### src/rtl/button_debouncer.sv
// button_debouncer: conditions the four raw snake-game push buttons.
// Each button is normalized to active-high, passed through a two-flop
// synchronizer, and then checked by a stable-time counter. The counter
// accepts a new state only after it has held for DEBOUNCE_CYCLES cycles.
// Build option: define BUTTON_PULSE_EN to make each output a one-cycle
// press pulse. When it is undefined (the default), each output is the
// debounced level.

// Per-button synchronizer, stable-time counter and output register.
module button_debouncer_lane #(
  parameter int DEBOUNCE_CYCLES = 500000,
  parameter int CNT_W           = $clog2(DEBOUNCE_CYCLES + 1)
) (
  input  logic clk,
  input  logic rst_n,
  input  logic key,   // raw input, already normalized to active-high
  output logic out
);
  localparam logic [CNT_W-1:0] CNT_MAX = CNT_W'(DEBOUNCE_CYCLES - 1);

  logic             s1, s2;
  logic             stable;
  logic             next_stable;
  logic [CNT_W-1:0] cnt;

  // Two-flop synchronizer for the asynchronous button input.
  always_ff @(posedge clk) begin
    if (!rst_n) begin
      s1 <= 1'b0;
      s2 <= 1'b0;
    end else begin
      s1 <= key;
      s2 <= s1;
    end
  end

  // The accepted state flips only on the last cycle of an uninterrupted mismatch run.
  always_comb begin
    next_stable = stable;
    if (s2 != stable && cnt == CNT_MAX) next_stable = s2;
  end

  // Stable-time counter: any agreement with the accepted state restarts the run,
  // so the counter stops at CNT_MAX and can never wrap.
  always_ff @(posedge clk) begin
    if (!rst_n) begin
      cnt    <= '0;
      stable <= 1'b0;
    end else begin
      stable <= next_stable;
      if (s2 == stable || cnt == CNT_MAX) cnt <= '0;
      else                                cnt <= cnt + CNT_W'(1);
    end
  end

`ifdef BUTTON_PULSE_EN
  logic pulse;

  // One registered pulse per accepted press. Releases and held buttons stay quiet.
  always_ff @(posedge clk) begin
    if (!rst_n) pulse <= 1'b0;
    else        pulse <= next_stable & ~stable;
  end

  assign out = pulse;
`else
  assign out = stable;
`endif
endmodule

// Top level: four independent button lanes. Simultaneous presses are passed
// through unchanged.
module button_debouncer #(
  parameter int DEBOUNCE_CYCLES = 500000,
  parameter bit ACTIVE_LOW      = 1'b1,
  parameter int CNT_W           = $clog2(DEBOUNCE_CYCLES + 1)
) (
  input  logic clk,
  input  logic rst_n,
  input  logic key_left,
  input  logic key_right,
  input  logic key_up,
  input  logic key_down,
  output logic left,
  output logic right,
  output logic up,
  output logic down
);
  localparam int NUM_LANES = 4;

  logic [NUM_LANES-1:0] raw;
  logic [NUM_LANES-1:0] norm;
  logic [NUM_LANES-1:0] outs;

  assign raw  = {key_down, key_up, key_right, key_left};
  assign norm = ACTIVE_LOW ? ~raw : raw;

  for (genvar i = 0; i < NUM_LANES; i++) begin : g_lane
    button_debouncer_lane #(
      .DEBOUNCE_CYCLES (DEBOUNCE_CYCLES),
      .CNT_W           (CNT_W)
    ) u_lane (
      .clk   (clk),
      .rst_n (rst_n),
      .key   (norm[i]),
      .out   (outs[i])
    );
  end

  assign left  = outs[0];
  assign right = outs[1];
  assign up    = outs[2];
  assign down  = outs[3];
endmodule
### config.mk
export PLATFORM = sky130hd
export DESIGN_NAME = button_debouncer
export DESIGN_NICKNAME = d
export VERILOG_FILES = /design/src/rtl/button_debouncer.sv
export SDC_FILE = /design/constraint.sdc
export NUM_CORES = 1
export LEC_CHECK = 0
export CORE_UTILIZATION = 35
export CTS_BUF_LIST = sky130_fd_sc_hd__clkbuf_8
export DETAILED_ROUTE_END_ITERATION = 10
export PLACE_DENSITY = 0.58
export SETUP_SLACK_MARGIN = 0.4
export SLEW_MARGIN = 20
export SYNTH_ARGS = -nofsm -noshare
export SYNTH_HDL_FRONTEND = slang
export SYNTH_SLANG_ARGS = --single-unit
### constraint.sdc
create_clock -name clk -period 3.4 [get_ports clk]
set_input_delay 0.68 -clock clk [delete_from_list [all_inputs] [get_ports clk]]
set_output_delay 0.68 -clock clk [all_outputs]
set_load 0.01 [all_outputs]
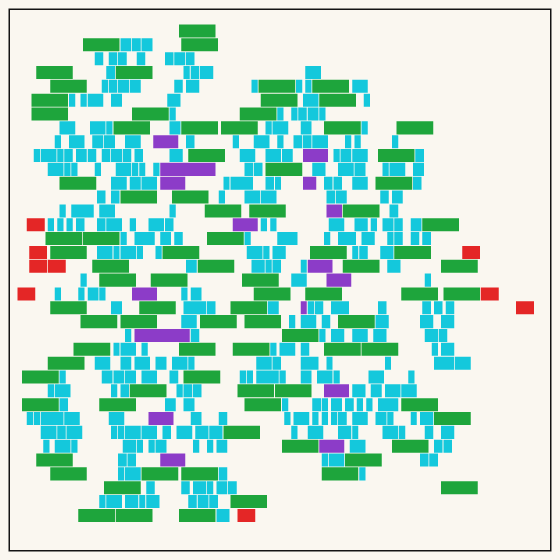
(cell classes on the final placement)
Key: remaining logic cells = cyan [cells 335, share of their area 49%]; remaining buffers and delay cells = red [cells 9, share of their area 2.2%]; registers = green [cells 88, share of their area 43%]; clock drivers and dummy loads = purple [cells 16, share of their area 5.7%]

==> reports/qor.log <==
qor: routing.post-route-drc-count 0
qor: critical_path.worst_ep_arrival_time 2.31 ns
qor: logic_synthesis.post_synth_and_or_nand_nor_area_fraction 28.9%
qor: global_route.first_global_vias 2,676
qor: logic_synthesis.instance_count_of_the_mapped_netlist 435
qor: logic_synthesis.ys_types 35
qor: power_and_ir_drop.irDropWorstVdd 0.192 mV
qor: routing.drt_iter0_markers 83
qor: logic_synthesis.dominantRegCellSynth sky130_fd_sc_hd__dfxtp_1
qor: clock_network.cts_hold_repair.buffers 0
qor: logic_synthesis.synth.net_count 445
qor: die.die-width 106 um
qor: clock_network.clockRootBuffer sky130_fd_sc_hd__clkbuf_8
qor: die.floorplanUtilization 36.4%
qor: sta.timing_max_transition_violations_final 0
qor: worst_hold_path.worst_hold_path.num_cells 1
qor: logic_synthesis.yosys.area_share.aoi 9.69%
qor: sta.final.min_clock_period 2.11 ns
qor: routing.via_per_inst 5.08
qor: logic_synthesis.synthAdderAreaFrac 1.32%
qor: worst_hold_path.hold_path_end g_lane[3].u_lane.s2
qor: status.status finished clean
qor: logic_synthesis.muxShareOfSynthArea 0%
qor: clock_network.cts_num_sinks 88
qor: critical_path.cp-end-kind flip-flop
qor: logic_synthesis.top_logic_kind simple AND/OR/NAND/NOR gates
qor: sta.worstMarginPinSlew 0.825 ns
qor: global_route.number_of_antenna_violations_at_the_first_check_in_global_routing 0
qor: die.floorplan.die_area 11,300 um^2
qor: global_route.maximum_number_of_pins_on_one_net_before_global_route_repair 20
qor: logic_synthesis.syn_avg_cell_area 8.72 um^2
qor: logic_synthesis.area_leaders sky130_fd_sc_hd__dfxtp_1 (46%), sky130_fd_sc_hd__nor2_1 (6.0%), sky130_fd_sc_hd__xnor2_1 (5.5%)
qor: clock_network.cts_setup_buffers 0
qor: routing.wl 6.96 mm
qor: critical_path.required 3.60 ns
qor: die.placementRows 37
qor: die.chipHeight 106 um
qor: worst_hold_path.worst_hold_startpoint g_lane[3].u_lane.s1
qor: power_and_ir_drop.total_leakage_power 0.00124 uW
qor: worst_hold_path.worst_hold_path_type reg -> reg
qor: global_route.grt_pass1_wl 11.8 mm
qor: logic_synthesis.numSynthFlops 88
qor: sta.slew-limit-headroom 44.9%
qor: clock_network.num_cts_buffers 9
qor: logic_synthesis.synth.yosys.num_cells 435
qor: cells_and_area.areaGrowthSynthToFinish 11.7%
qor: logic_synthesis.mappedNetlistArea 3790 um^2
qor: run.drv.max_cap_violation_count 0
qor: die.coreArea 10,400 um^2
qor: cells_and_area.fin_area 4240 um^2
qor: logic_synthesis.top_area_share 46.4%
qor: clock_network.clockBufferDepth 2
qor: cells_and_area.diodes 0
qor: logic_synthesis.yosys_area 3790 um^2
qor: clock_network.path_clk_slew 0.08 ns
qor: routing.drt-pass1-iter-count 8
qor: routing.route.antenna.remaining_nets 0
qor: placed_design.placement.setup.worst_slack 1.15 ns
qor: sta.fin_crit_sh 62.0%
qor: clock_network.cts_htree_levels 3
qor: clock_network.tritoncts built
qor: critical_path.r2r.worst_path.cells 5
qor: logic_synthesis.top_area_cell sky130_fd_sc_hd__dfxtp_1
qor: critical_path.r2r_setup_slk 1.29 ns
qor: critical_path.worstPathMaxFanout 19
qor: logic_synthesis.synth_seq_share 46.4%
qor: cells_and_area.post_route_cells_drive_above_1_share 5.80%
qor: placed_design.place_area 4010 um^2
qor: run.number_of_warnings_the_tools_reported 26
qor: logic_synthesis.synthesis.yosys.warnings 0
qor: logic_synthesis.synthXorXnorAreaFrac 10.8%
qor: critical_path.worst-setup-path-type reg -> reg
qor: sta.hold_viol 0
qor: critical_path.start_kind flip-flop
qor: sta.final-setup-viol-count 0
qor: sta.fmax 474 MHz
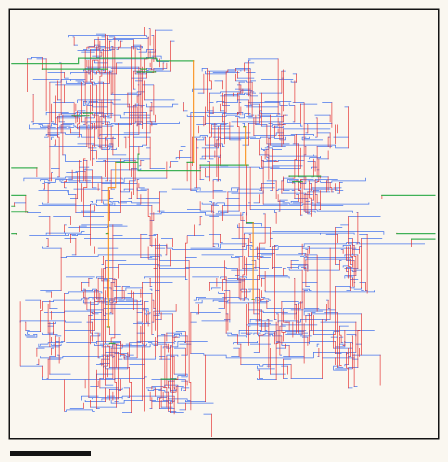
(routed metal, one colour a layer)
The bar under the picture is 20 um long.
Key: M4 = orange [wire length 96.4 um]; M1 = blue [wire length 3,570 um]; M3 = green [wire length 175 um]; M2 = red [wire length 3,120 um]
average wire length per cell after detail routing: 11.9 um
overall via count from detail_route: 2,967
overall routing resource usage: 12.9%

cell families (layout without fill, tap and decap cells):
group           Yosys count  after routing
simple gates            207            207
xor+xnor                 47             47
buf+inv                  27             40
fa+ha+maj                 4              4
flops                    88             88
compound gates           62             62
flip-flops by register name (all words and copies together) (netlist names):
| signal | count |
|---|---|
| g_lane.u_lane.cnt | 76 |
| g_lane.u_lane.s1 | 4 |
| g_lane.u_lane.s2 | 4 |
| g_lane.u_lane.out | 4 |
critical path: stages (launching register included):
cell and delay, ns:
sky130_fd_sc_hd__dfxtp_1 0.37, sky130_fd_sc_hd__ha_1 0.21, sky130_fd_sc_hd__and4_1 0.34, sky130_fd_sc_hd__nand4_1 0.20, sky130_fd_sc_hd__o211ai_2 0.72, sky130_fd_sc_hd__nor2_1 0.12
per-layer routing:
metal / routed length (um) / share of wire, % / global-route usage (%)
met4: 96 / 1.4 / 5.65
met2: 3120 / 45 / 20.3
met3: 175 / 2.5 / 2.45
met1: 3570 / 51 / 17.2
met5: 0 / 0 / 0
area by class of cell:
| cell class | count | area [um^2] |
|---|---|---|
| fillers | 1068 | 6180 |
| multi-input cells | 320 | 1930 |
| flip-flops and latches | 88 | 1760 |
| well taps | 136 | 170 |
| clock buffers | 11 | 151 |
| repair buffers | 9 | 90.1 |
| clock inverters | 5 | 80.1 |
| inverters | 15 | 56.3 |
power by group:
part	switching, uW	total (uW)	internal, uW	leakage, uW
registers	2.92	1040	1040	0.000710
logic	13.6	23.1	9.53	0.000408
clock network	365	818	453	0.000117
total	382	1880	1500	0.00124
stage by stage:
step                      power, uW  cells  util, %  hold WS [ns]
after detailed placement       1090    568     38.5         0.421
after CTS                      1900    584     40.7         0.440
final                          1880    584     40.7         0.435
after floorplan                1080    435        -         0.412
after global placement         1090    568     38.4         0.418
after global routing           1950    584     40.7         0.460
worst max path at each step:
stage / start / to / slack, ns / cells after the start
finish: g_lane[1].u_lane.cnt[0] / g_lane[1].u_lane.cnt[9] / 1.29 / 5
CTS: g_lane[1].u_lane.cnt[0] / g_lane[1].u_lane.cnt[9] / 1.28 / 5
detailed placement: rst_n / g_lane[0].u_lane.cnt[14] / 1.15 / 4
floorplan: g_lane[2].u_lane.cnt[0] / g_lane[2].u_lane.cnt[10] / 1.53 / 7
global route: g_lane[1].u_lane.cnt[0] / g_lane[1].u_lane.cnt[12] / 1.09 / 5
global placement: rst_n / g_lane[2].u_lane.cnt[13] / 1.08 / 4
cell usage after synthesis, drive strengths merged, types with 6 or more instances:
master,instances
xor2,23
and4,9
nand3,29
nand4,10
or4,14
clkbuf,7
dfxtp,88
and2,6
o31ai,10
a21oi,28
or3,20
nor4b,6
xnor2,24
nor4,9
inv,15
nand2,33
nor2,61
o21ai,17
cell usage in the layout, fill, tap and decap left out, drive strengths merged, types with 2 or more instances in the layout:
cell / count
o21ai: 17
bufinv: 2
and4: 9
or3: 20
dfxtp: 88
o21a: 2
nor4: 9
clkdlybuf4s50: 9
clkbuf: 11
inv: 16
o21bai: 2
nand3: 29
and3: 2
xnor2: 24
or4: 14
nand2: 33
ha: 4
and2: 6
a21oi: 28
nor3: 5
nor2: 61
xor2: 23
nor4b: 6
nand4: 10
o31ai: 10
Power is estimated from default activity; no workload was simulated.
